**src/rtl/group_serial_subtractor.sv**
```systemverilog
// Group-serial unsigned subtractor: D = A - B, one GROUP-bit slice per clock, start/busy/done handshake.
// Optional signed-overflow output enabled by defining GSS_OVF_EN.
`ifndef INPUTSIZE
`define INPUTSIZE 32
`endif
`ifndef GROUPSIZE
`define GROUPSIZE 4
`endif

module group_serial_subtractor #(
    parameter int WIDTH = `INPUTSIZE,
    parameter int GROUP = `GROUPSIZE
) (
    input  logic             clk,
    input  logic             rst,
    input  logic             start,
    input  logic [WIDTH-1:0] a,
    input  logic [WIDTH-1:0] b,
    output logic             busy,
    output logic             done,
    output logic [WIDTH-1:0] d,
    output logic             borrow
`ifdef GSS_OVF_EN
    ,
    output logic             ovf
`endif
);

    localparam int N  = WIDTH / GROUP;
    localparam int KW = $clog2(N) + 1;

    typedef enum logic [1:0] {IDLE, RUN, DONE} state_t;

    state_t            state, state_nxt;
    logic [KW-1:0]     k;
    logic              c;
    logic [WIDTH-1:0]  a_sh, b_sh, res, res_nxt;
    logic [GROUP:0]    sl;
    logic              last;
`ifdef GSS_OVF_EN
    logic              a_msb, b_msb;
`endif

    // Two's-complement slice subtract: x + ~y + cin, carry in the top bit.
    function automatic logic [GROUP:0] sub_slice(input logic [GROUP-1:0] x,
                                                 input logic [GROUP-1:0] y,
                                                 input logic             cin);
        return {1'b0, x} + {1'b0, ~y} + {{GROUP{1'b0}}, cin};
    endfunction

    assign busy = (state != IDLE);
    assign done = (state == DONE);
    assign last = (k == KW'(N - 1));

    always_ff @(posedge clk) begin
        if (rst) state <= IDLE;
        else     state <= state_nxt;
    end

    always_comb begin
        state_nxt = state;
        case (state)
            IDLE:    if (start) state_nxt = RUN;
            RUN:     if (last)  state_nxt = DONE;
            DONE:    state_nxt = IDLE;
            default: state_nxt = IDLE;
        endcase
    end

    always_comb begin
        sl      = sub_slice(a_sh[GROUP-1:0], b_sh[GROUP-1:0], c);
        res_nxt = res;
        res_nxt[int'(k)*GROUP +: GROUP] = sl[GROUP-1:0];
    end

    // Control and visible results: reset, and only updated on accept / RUN->DONE.
    always_ff @(posedge clk) begin
        if (rst) begin
            k      <= '0;
            c      <= 1'b0;
            d      <= '0;
            borrow <= 1'b0;
`ifdef GSS_OVF_EN
            ovf    <= 1'b0;
`endif
        end else begin
            if (state == IDLE && start) begin
                k <= '0;
                c <= 1'b1;
            end else if (state == RUN) begin
                k <= k + KW'(1);
                c <= sl[GROUP];
                if (last) begin
                    d      <= res_nxt;
                    borrow <= ~sl[GROUP];
`ifdef GSS_OVF_EN
                    ovf    <= (a_msb != b_msb) && (res_nxt[WIDTH-1] != a_msb);
`endif
                end
            end
        end
    end

    // Operand shift registers and partial result; no reset needed.
    always_ff @(posedge clk) begin
        if (state == IDLE && start) begin
            a_sh <= a;
            b_sh <= b;
`ifdef GSS_OVF_EN
            a_msb <= a[WIDTH-1];
            b_msb <= b[WIDTH-1];
`endif
        end else if (state == RUN) begin
            a_sh <= a_sh >> GROUP;
            b_sh <= b_sh >> GROUP;
            res  <= res_nxt;
        end
    end

endmodule

```
**config.mk**
```make
export PLATFORM = sky130hd
export DESIGN_NAME = group_serial_subtractor
export DESIGN_NICKNAME = d
export VERILOG_FILES = /design/src/rtl/group_serial_subtractor.sv
export SDC_FILE = /design/constraint.sdc
export NUM_CORES = 1
export LEC_CHECK = 0
export ABC_CLOCK_PERIOD_IN_PS = 3600
export CAP_MARGIN = 20
export CELL_PAD_IN_SITES_DETAIL_PLACEMENT = 0
export CELL_PAD_IN_SITES_GLOBAL_PLACEMENT = 1
export CORE_UTILIZATION = 43
export CTS_CLUSTER_SIZE = 10
export DETAILED_ROUTE_END_ITERATION = 6
export PLACE_DENSITY = 0.88
export SYNTH_ARGS = -nofsm -noshare
export SYNTH_HDL_FRONTEND = slang
export SYNTH_SLANG_ARGS = --single-unit
```
**constraint.sdc**
```tcl
create_clock -name clk -period 3.6 [get_ports clk]
set_input_delay 0.54 -clock clk [delete_from_list [all_inputs] [get_ports clk]]
set_output_delay 0.54 -clock clk [all_outputs]
set_load 0.05 [all_outputs]
```
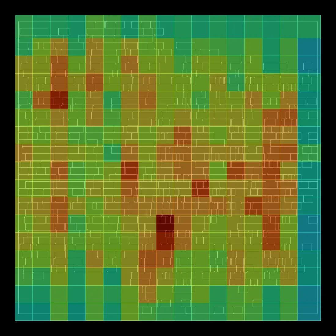
final_congestion.png
met1 Track Usage GR: 0.213
met2 Use GR: 0.284
Total GRT Usage: 0.178
met3 capacity usage during global routing: 0.0680
gr busiest metal: met2

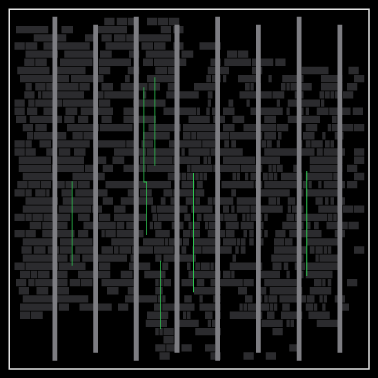
met4.png
Scale: 3 px per um. Supply wires on this layer in gray.
The longest straight run is 39.4 um. The layer holds 1.7% of the routed length. 3 nets have wire on it. The wires run mostly vertical.

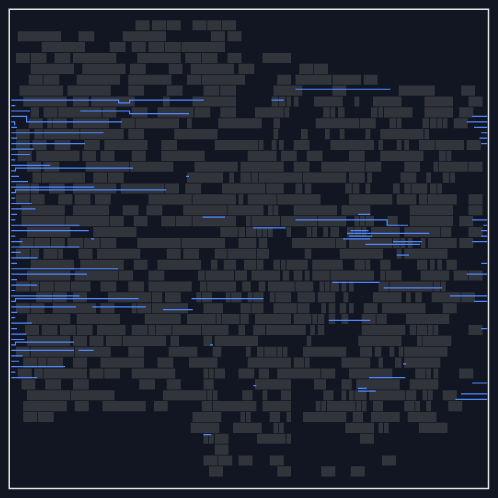
met3.png
Scale: 4 px per um.
The wires run mostly horizontal. 87 nets have wire on it.

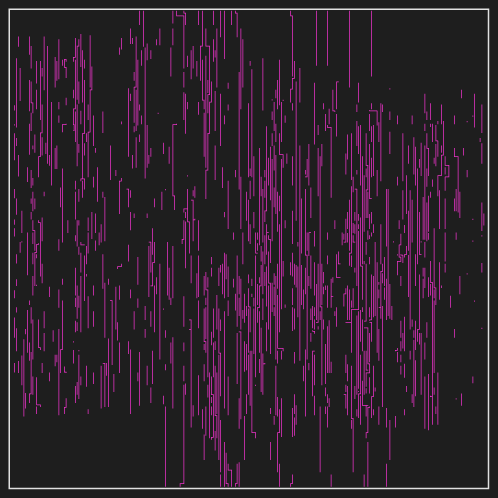
met2.png
Scale: 4 px per um.
548 nets have wire on it. The wires run mostly vertical. The layer carries 5800 um of wire. The layer holds 49% of the routed length. The longest straight run is 53.7 um.

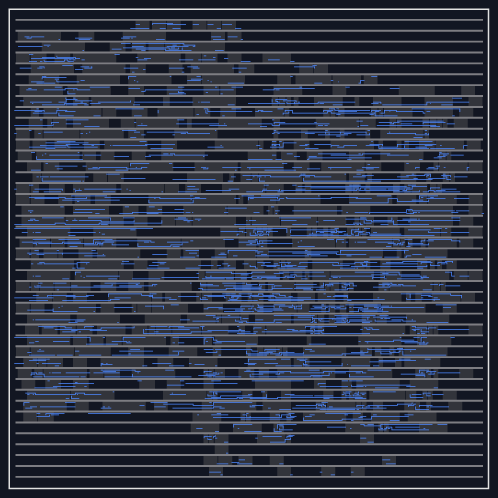
met1.png
Scale: 4 px per um. Supply wires on this layer in gray.
577 nets have wire on it. The longest straight run is 34.5 um.

==> impl_metrics.tcl <==
# metrics dict for downstream scripts
set metrics [dict create \
    status "complete, no violations" \
    buffers 108 \
    grt_max_degree 65 \
    power.internal_uw 3110 \
    n_antenna_cell 0 \
    rr_startpoint "k[2]" \
    pg_clk_uw 1670 \
    hold_depth 2 \
    path_depth 5 \
    synth_cells 455 \
    finalCritPeriodShare 0.730 \
    most_common_cell "edfxtp_1" \
    endpoint "res[17]" \
    path_max_fanout 11 \
    grt_pass1_wl_mm 19.2 \
    dp_slack_ns 1.04 \
    finalCriticalPeriod_ns 2.63 \
    endpoint_kind "register" \
    dpl.cell_count 717 \
    critPathMaxStageDelay_ns 0.71 \
    insertion_delay_ns 0.42 \
    fp_nets 533 \
    timing.fmax_ghz 0.381 \
    chip_area_um2 14300 \
    worst_pin_slew_ns 0.790 \
    slew_viol_final 0 \
    hold_end "d[3]" \
    drt_iter0_markers 288 \
    synthTopCellsByCount "edfxtp_1 (96), mux2_2 (71), nor2_1 (67), dfxtp_1 (40)" \
    die_x_um 119 \
    postSynthAreaPerCell_um2 13.0 \
    max_slew_margin 0.471 \
    grt_pass1_vias 3851 \
    yosys_most_used_dff "edfxtp_1" \
    edf_count 96 \
]
